[src/rtl/mux_feed_seq_pkg.sv]
// Shared definitions for the mux feed sequencer: source count, mode codes and FSM states.
package mux_feed_seq_pkg;

    localparam int NUM_SRC = 4;

    localparam logic MODE_SINGLE = 1'b0;
    localparam logic MODE_SCAN   = 1'b1;

    typedef enum logic [1:0] {
        IDLE    = 2'd0,
        PRESENT = 2'd1,
        DONE    = 2'd2
    } state_t;

endpackage

[src/rtl/mux_feed_seq_next_src_find.sv]
// Finds the lowest eligible source index; with first=0 only indices above cur qualify.
module mux_feed_seq_next_src_find
    import mux_feed_seq_pkg::*;
(
    input  logic [NUM_SRC-1:0] eligible,
    input  logic [1:0]         cur,
    input  logic               first,
    output logic [1:0]         nxt,
    output logic               found
);

    // Descending walk so the lowest qualifying index is the last one written.
    always_comb begin
        nxt   = 2'd0;
        found = 1'b0;
        for (int i = NUM_SRC - 1; i >= 0; i--) begin
            if (eligible[i] && (first || (i > int'(cur)))) begin
                nxt   = 2'(i);
                found = 1'b1;
            end
        end
    end

endmodule

[src/rtl/mux_feed_seq.sv]
// Source stage for the 4:1 mux datapath: operand registers, loaded flags and the select sequencer.
module mux_feed_seq
    import mux_feed_seq_pkg::*;
#(
    parameter int WIDTH      = 8,
    parameter int SKIP_EMPTY = 1
)
(
    input  logic             clk,
    input  logic             reset_n,
    input  logic             wr_en,
    input  logic [1:0]       wr_addr,
    input  logic [WIDTH-1:0] wr_data,
    input  logic             clr,
    input  logic             start,
    input  logic             mode,
    input  logic [1:0]       src_idx,
    input  logic             abort,
    input  logic             out_ready,
    output logic [WIDTH-1:0] in1,
    output logic [WIDTH-1:0] in2,
    output logic [WIDTH-1:0] in3,
    output logic [WIDTH-1:0] in4,
    output logic             sel1,
    output logic             sel2,
    output logic             out_valid,
    output logic             busy,
    output logic             done,
    output logic             wr_err
);

    state_t             state_reg, state_next;
    logic               mode_reg, mode_next;
    logic [1:0]         sel_reg, sel_next;
    logic               out_valid_reg, done_reg, wr_err_reg;
    logic [NUM_SRC-1:0] loaded;
    logic [WIDTH-1:0]   regs [NUM_SRC];
    logic               wr_hazard, wr_accept;
    logic [NUM_SRC-1:0] eligible;
    logic [1:0]         nxt;
    logic               found;

    // A write may not disturb a beat the consumer is still stalling on.
    assign wr_hazard = wr_en & out_valid_reg & ~out_ready & (wr_addr == sel_reg);
    assign wr_accept = wr_en & ~wr_hazard;

    generate
        for (genvar gi = 0; gi < NUM_SRC; gi++) begin : g_src
            logic [WIDTH-1:0] data_reg;
            logic             loaded_reg;

            // An accepted write wins over clr so the written slot stays flagged.
            always_ff @(posedge clk or negedge reset_n) begin
                if (!reset_n) begin
                    data_reg   <= '0;
                    loaded_reg <= 1'b0;
                end else if (wr_accept && (wr_addr == 2'(gi))) begin
                    data_reg   <= wr_data;
                    loaded_reg <= 1'b1;
                end else if (clr) begin
                    loaded_reg <= 1'b0;
                end
            end

            assign regs[gi]   = data_reg;
            assign loaded[gi] = loaded_reg;
        end
    endgenerate

    assign eligible = (SKIP_EMPTY != 0) ? loaded : {NUM_SRC{1'b1}};

    mux_feed_seq_next_src_find u_find (
        .eligible (eligible),
        .cur      (sel_reg),
        .first    (state_reg == IDLE),
        .nxt      (nxt),
        .found    (found)
    );

    always_comb begin
        state_next = state_reg;
        mode_next  = mode_reg;
        sel_next   = sel_reg;
        case (state_reg)
            IDLE: begin
                if (start) begin
                    mode_next = mode;
                    if (mode == MODE_SINGLE) begin
                        sel_next   = src_idx;
                        state_next = PRESENT;
                    end else if (found) begin
                        sel_next   = nxt;
                        state_next = PRESENT;
                    end else begin
                        state_next = DONE;
                    end
                end
            end
            PRESENT: begin
                if (out_ready) begin
                    if (mode_reg == MODE_SCAN && found) begin
                        sel_next = nxt;
                    end else begin
                        state_next = DONE;
                    end
                end
            end
            DONE:    state_next = IDLE;
            default: state_next = IDLE;
        endcase
        if (abort) begin
            state_next = IDLE;
            mode_next  = mode_reg;
            sel_next   = sel_reg;
        end
    end

    always_ff @(posedge clk or negedge reset_n) begin
        if (!reset_n) begin
            state_reg     <= IDLE;
            mode_reg      <= MODE_SINGLE;
            sel_reg       <= 2'd0;
            out_valid_reg <= 1'b0;
            done_reg      <= 1'b0;
            wr_err_reg    <= 1'b0;
        end else begin
            state_reg     <= state_next;
            mode_reg      <= mode_next;
            sel_reg       <= sel_next;
            out_valid_reg <= (state_next == PRESENT);
            done_reg      <= (state_next == DONE);
            wr_err_reg    <= wr_hazard;
        end
    end

    assign in1       = regs[0];
    assign in2       = regs[1];
    assign in3       = regs[2];
    assign in4       = regs[3];
    assign sel1      = sel_reg[1];
    assign sel2      = sel_reg[0];
    assign out_valid = out_valid_reg;
    assign busy      = (state_reg != IDLE);
    assign done      = done_reg;
    assign wr_err    = wr_err_reg;

endmodule
[config.mk]
export PLATFORM = sky130hd
export DESIGN_NAME = mux_feed_seq
export DESIGN_NICKNAME = d
export VERILOG_FILES = /design/src/rtl/mux_feed_seq_pkg.sv /design/src/rtl/mux_feed_seq_next_src_find.sv /design/src/rtl/mux_feed_seq.sv
export SDC_FILE = /design/constraint.sdc
export NUM_CORES = 1
export LEC_CHECK = 0
export CAP_MARGIN = 20
export CELL_PAD_IN_SITES_DETAIL_PLACEMENT = 2
export CELL_PAD_IN_SITES_GLOBAL_PLACEMENT = 2
export CORE_MARGIN = 2
export CORE_UTILIZATION = 30
export DETAILED_ROUTE_END_ITERATION = 6
export HOLD_SLACK_MARGIN = 0.06
export PLACE_DENSITY = 0.84
export SLEW_MARGIN = 5
export SYNTH_ARGS = -nofsm -noshare
export SYNTH_HDL_FRONTEND = slang
export SYNTH_SLANG_ARGS = --single-unit
[constraint.sdc]
create_clock -name clk -period 2.1 [get_ports clk]
set_input_delay 0.525 -clock clk [delete_from_list [all_inputs] [get_ports clk]]
set_output_delay 0.525 -clock clk [all_outputs]
set_load 0.02 [all_outputs]
Clock network drawn from the DEF:
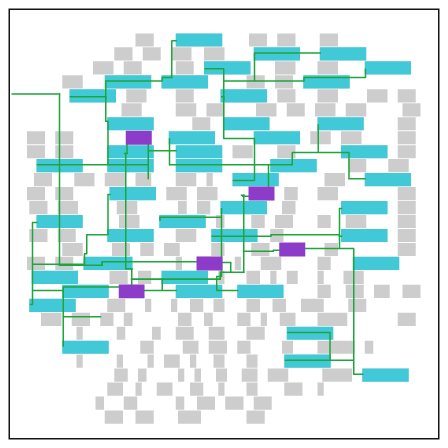
Green marks clock wires, length 609 um. Purple marks cells driving clock nets, count 5. Cyan marks flip-flops, count 44.
There are 6 routed clock nets.
part of the power in the clock network: 19.1%
power in the clock group: 0.554 mW
Final Skew: 12.7 ps

Port wiring:
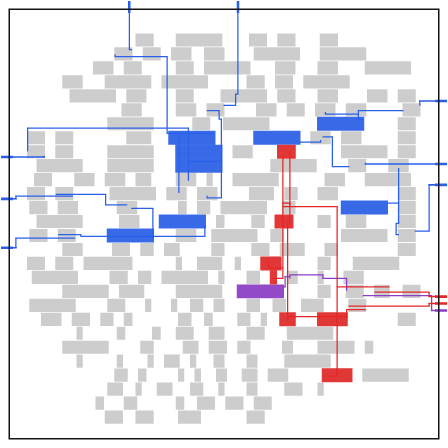
Red marks wr_addr, bits 2, direction input, edge east, end cells 7, wire 167 um. Purple marks out_valid, bits 1, direction output, edge east, end cells 1, wire 35.3 um. Blue marks in4, bits 8, direction output, edge 3 west, 3 east, 2 north, end cells 8, wire 320 um.

Wiring by layer:
Scale bar: 20 um.
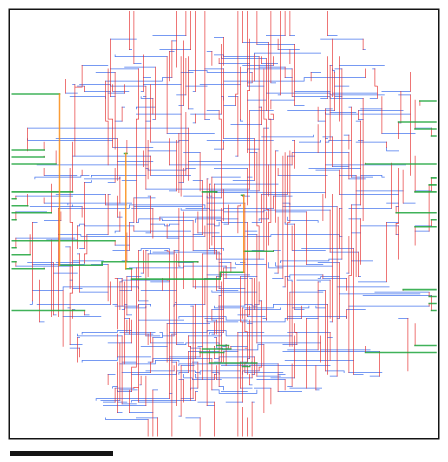
Red marks met2, wire length 2,870 um. Green marks met3, wire length 258 um. Blue marks met1, wire length 2,510 um. Orange marks met4, wire length 70.7 um.
average detailed-routed wire length per instance: 19.5 um
number of vias in the routed layout: 1,502
wirelength, routed: 5.71 mm
global-route usage over all layers: 17.4%

Placement view:
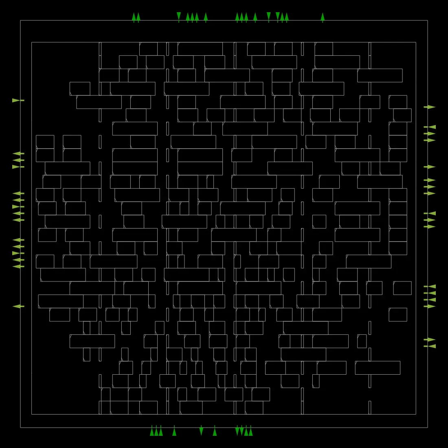
number of fill cells in the layout: 596
placeable core area: 0.00599 mm^2
# rows: 28
non-filler instance count after layout: 293
registers: 44

==> flow_results.xml <==
<?xml version="1.0" encoding="UTF-8"?>
<metrics>
  <group name="sta">
    <metric name="report.final.slew_viol_count" unit="">0</metric>
    <metric name="worst_slew_pin_slew" unit="ps">511</metric>
    <metric name="fmaxAchievable" unit="MHz">490</metric>
    <metric name="hold-worst-slack" unit="ps">186</metric>
    <metric name="setup_tns" unit="ps">0</metric>
  </group>
  <group name="critical_path">
    <metric name="critical_path.cell_chain" unit="">buf_4 &gt; clkdlybuf4s50_1</metric>
    <metric name="ff2ff_setup_slack" unit="ps">200</metric>
    <metric name="crit_fanout" unit="">4</metric>
  </group>
  <group name="final_layout">
    <metric name="seqAreaFraction" unit="%">39.9</metric>
    <metric name="final_layout_top_logic_cell" unit="">clkdlybuf4s50_1</metric>
    <metric name="num-nonclk-buffers" unit="">71</metric>
    <metric name="fin_nets" unit="">237</metric>
  </group>
  <group name="floorplan">
    <metric name="x_dimension_of_the_die" unit="um">83.4</metric>
    <metric name="dieArea" unit="mm^2">0.00695</metric>
  </group>
  <group name="clock_tree">
    <metric name="numClockSinks" unit="">44</metric>
    <metric name="postCtsSetupBuffers" unit="">1</metric>
    <metric name="register_clock_pin_slew_on_the_reported_worst_setup_and_hold_paths" unit="ps">90</metric>
    <metric name="ctsHtreeMaxLevel" unit="">2</metric>
    <metric name="cts-root-to-sink-buffers" unit="">2</metric>
  </group>
  <group name="power">
    <metric name="p_sw" unit="mW">1.03</metric>
    <metric name="intPower" unit="mW">1.86</metric>
  </group>
  <group name="run_status">
    <metric name="result_of_the_run" unit="">finished, final reports clean</metric>
  </group>
  <group name="detailed_routing">
    <metric name="dr.max_layer_used" unit="">met4</metric>
    <metric name="met1_length" unit="mm">2.51</metric>
    <metric name="1st_pass_router_iterations" unit="">4</metric>
    <metric name="initialDrtViolationCount" unit="">57</metric>
  </group>
  <group name="global_routing">
    <metric name="top_usage_layer" unit="">met2</metric>
    <metric name="groute.layer.met1.usage" unit="%">22.7</metric>
  </group>
  <group name="synthesis">
    <metric name="postSynthAreaPerCell" unit="um^2">13.2</metric>
    <metric name="synth_top_cell_by_count" unit="">dfrtp_1</metric>
    <metric name="synth-edff-count" unit="">0</metric>
    <metric name="ys_top_cells_by_area" unit="">dfrtp_1 (58%), mux2_2 (20%), o21ai_0 (1.6%), inv_1 (1.6%), o211ai_1 (1.6%)</metric>
  </group>
  <group name="job">
    <metric name="number_of_warnings_in_the_stage_logs" unit="">26</metric>
  </group>
</metrics>
No activity file was given, so power comes from the tool's default toggle rates.
